`src/rtl/i2c_sequencer.sv`:
```
// Register-transaction sequencer driving a byte-level I2C controller.
// Optional watchdog on controller handshakes: define I2C_SEQUENCER_TIMEOUT_EN.
module i2c_sequencer (
    input  logic        clock,
    input  logic        reset,
    input  logic        start,
    input  logic [6:0]  dev_address,
    input  logic [7:0]  reg_address,
    input  logic        is_read,
    input  logic [1:0]  length,
    input  logic [31:0] wdata,
    output logic [31:0] rdata,
    output logic        done,
    output logic        seq_busy,
    output logic        nak,
    output logic        timeout,
    output logic        ctl_trigger,
    output logic        ctl_restart,
    output logic        ctl_last_byte,
    output logic        ctl_read_write,
    output logic [6:0]  ctl_address,
    output logic [7:0]  ctl_write_data,
    output logic        ctl_reset,
    input  logic        ctl_busy,
    input  logic        ctl_ack_error,
    input  logic [7:0]  ctl_read_data
);

    typedef enum logic [3:0] {
        IDLE, ADDR_W, REG, DATA_W, RESTART, ADDR_R, DATA_R, WAIT_HI, WAIT_LO, DONE
    } state_t;

    state_t      state_q, state_d;
    state_t      step_q, step_d;
    logic        armed_q, armed_d;
    logic        abort_q, abort_d;
    logic [1:0]  idx_q, idx_d;
    logic [6:0]  dev_q, dev_d;
    logic [7:0]  reg_q, reg_d;
    logic        rd_q, rd_d;
    logic [1:0]  len_q, len_d;
    logic [31:0] wdata_q, wdata_d;
    logic [31:0] rdata_q, rdata_d;
    logic        nak_q, nak_d;
    logic [6:0]  addr_q, addr_d;
    logic        rw_q, rw_d;
    logic [7:0]  wdat_q, wdat_d;
    logic        last_q, last_d;
    logic        trig_q, trig_d;
    logic        restart_q, restart_d;
`ifdef I2C_SEQUENCER_TIMEOUT_EN
    logic [15:0] cnt_q, cnt_d;
    logic        timeout_q, timeout_d;
    logic        ctl_reset_q, ctl_reset_d;
`endif

    // NOTE: every variable gets a default before the case so no path leaves it unassigned (no latch).
    always_comb begin
        state_d   = state_q;
        step_d    = step_q;
        armed_d   = armed_q;
        abort_d   = abort_q;
        idx_d     = idx_q;
        dev_d     = dev_q;
        reg_d     = reg_q;
        rd_d      = rd_q;
        len_d     = len_q;
        wdata_d   = wdata_q;
        rdata_d   = rdata_q;
        nak_d     = nak_q;
        addr_d    = addr_q;
        rw_d      = rw_q;
        wdat_d    = wdat_q;
        last_d    = last_q;
        trig_d    = 1'b0;
        restart_d = 1'b0;
`ifdef I2C_SEQUENCER_TIMEOUT_EN
        cnt_d       = cnt_q;
        timeout_d   = timeout_q;
        ctl_reset_d = 1'b0;
`endif

        unique case (state_q)
            IDLE: begin
                if (start) begin
                    dev_d   = dev_address;
                    reg_d   = reg_address;
                    rd_d    = is_read;
                    len_d   = length;
                    wdata_d = wdata;
                    rdata_d = '0;
                    nak_d   = 1'b0;
                    idx_d   = '0;
                    abort_d = 1'b0;
                    armed_d = 1'b0;
`ifdef I2C_SEQUENCER_TIMEOUT_EN
                    timeout_d = 1'b0;
`endif
                    state_d = ADDR_W;
                end
            end
            // Byte steps: first cycle loads the controller fields, second cycle fires the trigger.
            ADDR_W, REG, DATA_W, DATA_R: begin
                if (!armed_q) begin
                    armed_d = 1'b1;
                    wdat_d  = 8'h00;
                    last_d  = 1'b0;
                    rw_d    = (state_q == DATA_R);
                    if (state_q == ADDR_W) addr_d = dev_q;
                    if (state_q == REG) wdat_d = reg_q;
                    if (state_q == DATA_W && !abort_q) wdat_d = wdata_q[{idx_q, 3'b000} +: 8];
                    if (state_q == DATA_W || state_q == DATA_R) last_d = abort_q || (idx_q == len_q);
                end else begin
                    armed_d = 1'b0;
                    trig_d  = 1'b1;
                    step_d  = state_q;
                    state_d = WAIT_HI;
                end
            end
            RESTART: begin
                restart_d = 1'b1;
                addr_d    = dev_q;
                rw_d      = 1'b1;
                wdat_d    = 8'h00;
                last_d    = 1'b0;
                state_d   = ADDR_R;
            end
            ADDR_R: begin
                trig_d  = 1'b1;
                step_d  = ADDR_R;
                state_d = WAIT_HI;
            end
            WAIT_HI: begin
                if (ctl_busy) state_d = WAIT_LO;
            end
            WAIT_LO: begin
                if (!ctl_busy) begin
                    // A NAK on any master-sent byte diverts into one STOP-only step.
                    if (step_q == DATA_W && abort_q) begin
                        state_d = DONE;
                    end else if (step_q != DATA_R && ctl_ack_error) begin
                        nak_d   = 1'b1;
                        abort_d = 1'b1;
                        state_d = DATA_W;
                    end else begin
                        unique case (step_q)
                            ADDR_W:  state_d = REG;
                            REG:     state_d = rd_q ? RESTART : DATA_W;
                            ADDR_R:  state_d = DATA_R;
                            DATA_W, DATA_R: begin
                                if (step_q == DATA_R) rdata_d[{idx_q, 3'b000} +: 8] = ctl_read_data;
                                if (idx_q == len_q) begin
                                    state_d = DONE;
                                end else begin
                                    idx_d   = idx_q + 2'd1;
                                    state_d = step_q;
                                end
                            end
                            default: state_d = DONE;
                        endcase
                    end
                end
            end
            DONE:    state_d = IDLE;
            default: state_d = IDLE;
        endcase

`ifdef I2C_SEQUENCER_TIMEOUT_EN
        if (state_d != state_q) begin
            cnt_d = '0;
        end else if (state_q == WAIT_HI || state_q == WAIT_LO) begin
            if (cnt_q == 16'hFFFF) begin
                timeout_d   = 1'b1;
                ctl_reset_d = 1'b1;
                state_d     = DONE;
            end else begin
                cnt_d = cnt_q + 16'd1;
            end
        end
`endif
    end

    // NOTE: state registers use non-blocking assignments so all flops update together at the edge.
    always_ff @(posedge clock or posedge reset) begin
        if (reset) begin
            state_q   <= IDLE;
            step_q    <= IDLE;
            armed_q   <= 1'b0;
            abort_q   <= 1'b0;
            idx_q     <= '0;
            dev_q     <= '0;
            reg_q     <= '0;
            rd_q      <= 1'b0;
            len_q     <= '0;
            wdata_q   <= '0;
            rdata_q   <= '0;
            nak_q     <= 1'b0;
            addr_q    <= '0;
            rw_q      <= 1'b0;
            wdat_q    <= '0;
            last_q    <= 1'b0;
            trig_q    <= 1'b0;
            restart_q <= 1'b0;
        end else begin
            state_q   <= state_d;
            step_q    <= step_d;
            armed_q   <= armed_d;
            abort_q   <= abort_d;
            idx_q     <= idx_d;
            dev_q     <= dev_d;
            reg_q     <= reg_d;
            rd_q      <= rd_d;
            len_q     <= len_d;
            wdata_q   <= wdata_d;
            rdata_q   <= rdata_d;
            nak_q     <= nak_d;
            addr_q    <= addr_d;
            rw_q      <= rw_d;
            wdat_q    <= wdat_d;
            last_q    <= last_d;
            trig_q    <= trig_d;
            restart_q <= restart_d;
        end
    end

`ifdef I2C_SEQUENCER_TIMEOUT_EN
    always_ff @(posedge clock or posedge reset) begin
        if (reset) begin
            cnt_q       <= '0;
            timeout_q   <= 1'b0;
            ctl_reset_q <= 1'b0;
        end else begin
            cnt_q       <= cnt_d;
            timeout_q   <= timeout_d;
            ctl_reset_q <= ctl_reset_d;
        end
    end

    assign timeout   = timeout_q;
    assign ctl_reset = ctl_reset_q;
`else
    assign timeout   = 1'b0;
    assign ctl_reset = 1'b0;
`endif

    // done is decoded from DONE so a new start can only be seen the cycle after.
    assign done           = (state_q == DONE);
    assign seq_busy       = (state_q != IDLE) && (state_q != DONE);
    assign rdata          = rdata_q;
    assign nak            = nak_q;
    assign ctl_trigger    = trig_q;
    assign ctl_restart    = restart_q;
    assign ctl_last_byte  = last_q;
    assign ctl_read_write = rw_q;
    assign ctl_address    = addr_q;
    assign ctl_write_data = wdat_q;

endmodule

```
`config.mk`:
```
export PLATFORM = sky130hd
export DESIGN_NAME = i2c_sequencer
export DESIGN_NICKNAME = d
export VERILOG_FILES = /design/src/rtl/i2c_sequencer.sv
export SDC_FILE = /design/constraint.sdc
export NUM_CORES = 1
export LEC_CHECK = 0
export CAP_MARGIN = 30
export CORE_UTILIZATION = 54
export CTS_CLUSTER_SIZE = 40
export DETAILED_ROUTE_END_ITERATION = 6
export PLACE_DENSITY = 0.91
export SYNTH_ARGS = -nofsm -noshare
export SYNTH_HDL_FRONTEND = slang
export SYNTH_SLANG_ARGS = --single-unit
export TNS_END_PERCENT = 50
```
`constraint.sdc`:
```
create_clock -name clock -period 8.8 [get_ports clock]
set_clock_uncertainty 0.2 [all_clocks]
set_input_delay 1.32 -clock clock [delete_from_list [all_inputs] [get_ports clock]]
set_output_delay 1.32 -clock clock [all_outputs]
set_load 0.05 [all_outputs]
```
Figure 1. Signal wires on met1.
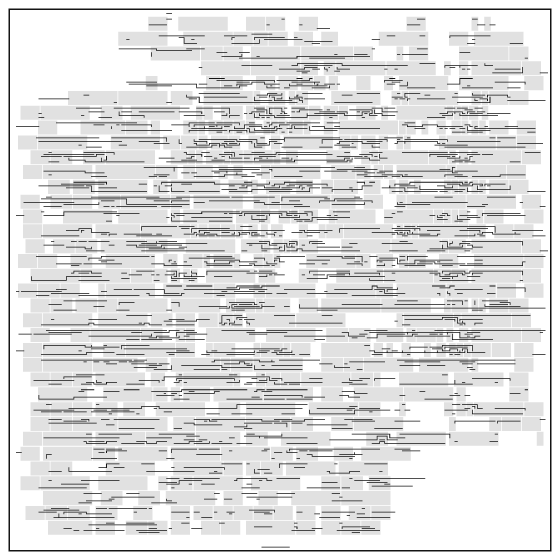
longest straight run	45.1 um
wire length on this layer	4900 um
nets with wire on the layer	521

Figure 2. The metal 2 layer.
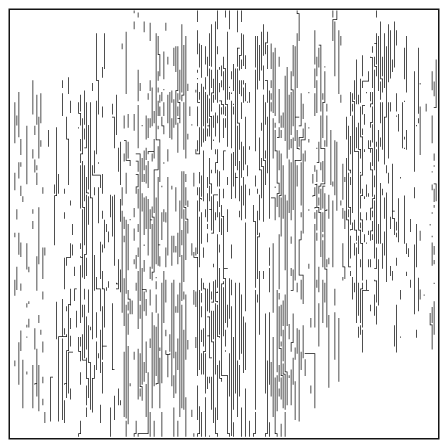
main direction	vertical
wire length on this layer	6150 um

==> reports/summary.txt <==
GR Util All Layers = 26.9%
Hold crit path type = flip-flop to flip-flop
Yosys xor share = 0.516%
Drt wl/cell = 18.4 um
Status = finished, final reports clean
Max-slew violation count = 0
WHS Endpoint = rdata[9]
Post-CTS Setup Repair Bufs = 0
Area Overhead vs Synth = 36.0%
Yosys top cell by area = dfrtp_1
Max-area cell share = 55.5%
Power density cells = 346 nW/um^2
Worst Setup Slack post-DPL = 5.05 ns
Hold depth = 2
CP Launch Point = state_q[0]
Initial antenna violation count = 0
Required time of the critical path = 7.28 ns
Nets = 607
First-pass GRT wire length = 19900 um
Most frequent logic cell in the layout = clkdlybuf4s50_1
Clock Tree Buf Depth = 2
Later-pin clock latency in the skew report = 0.51 ns
CP max FO = 16
CP Capture Type = output port
Initial detailed-routing violation count = 303
Syn. warnings = 0
Fmax = 239 MHz
Max-slew headroom = 31.0%
Antenna Cells = 0
# DRC = 0
Total overflow reported by the global router = 0
Setup_tns = 0 ns
Hold Crit Start = rdata[9]
Finished layout cell area = 6920 um^2
Most instantiated logic cells after routing = 116 x clkdlybuf4s50_1, 113 x dfrtp_1, 68 x nand2_1
# Cells Yosys = 429
Core Area = 9200 um^2
Final setup viols = 0
Worst R2R Setup Slack = 5.77 ns
Startpoint types = flip-flop
Row cnt = 35
Leakage = 2.87 nW
Worst reg2reg startpoint = state_q[3]
Figure 3. Met4 routing.
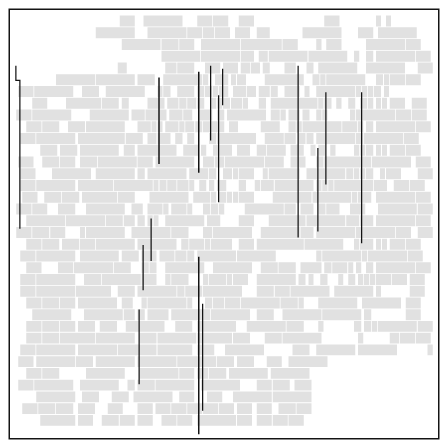
share of all routed wire	2.8%
longest straight run	40.8 um
wire length on this layer	347 um
main direction	vertical
nets with wire on the layer	13
Total Wirelength: 12200 um
via count: 3926

-- metal layers --
metal | up-vias | global-route usage, % | part of all wire, %
li1 | 1765 | - | -
met1 | 1948 | 32.2 | 40
met2 | 178 | 45.8 | 50
met3 | 35 | 7.38 | 6.8
met4 | 0 | 11.8 | 2.8
met5 | - | 0 | 0
-- power breakdown --
part | switching (mW) | internal [mW] | total (mW) | leakage (nW)
logic | 0.476 | 0.352 | 0.828 | 1.13
clock network | 0.229 | 0.473 | 0.702 | 0.295
registers | 0.159 | 0.705 | 0.864 | 1.45
total | 0.865 | 1.53 | 2.39 | 2.87
-- cell type report --
class,instances,area [um^2]
clock buffer,22,453
clock inverter,9,155
fill,564,2270
inverter,5,21.3
multi-input combinational,285,2140
sequential,113,2830
tap,111,139
timing repair buffer,118,1190
-- kinds of logic (layout without fill, tap and decap cells) --
logic type               Yosys count  count (layout)
XOR/XNOR                           3               3
flip-flops                       113             113
other                              1               2
buffers and inverters             32             154
adder cells (fa/ha/maj)            4               4
AND/OR/NAND/NOR                  114             114
multiplexers                      68              68
AND-OR/OR-AND                     94              94
-- critical path: stages, from the launching register on --
cell and delay [ns]:
dfrtp_1 0.66, nand2b_1 0.28, nor3b_1 0.36, clkdlybuf4s50_1 0.87
-- metrics by stage --
stage          cells  utilization, %  hold WS [ns]
2_1_floorplan    430               -         0.259
3_3_place_gp     631            68.4         0.263
3_5_place_dp     632            68.7         0.274
4_1_cts          663            75.3         0.287
5_1_grt          663            75.3         0.303
6_report         663            75.3         0.286
-- state kept, by name, summed over array words and instances (netlist names) --
register        cells
ctl_write_data      8
step_q              4
ctl_restart         1
ctl_trigger         1
nak                 1
ctl_last_byte       1
dev_q               7
idx_q               2
ctl_address         7
wdata_q            32
len_q               2
reg_q               8
armed_q             1
rdata              32
state_q             4
rd_q                1
ctl_read_write      1
No activity file was given, so power comes from the tool's default toggle rates.
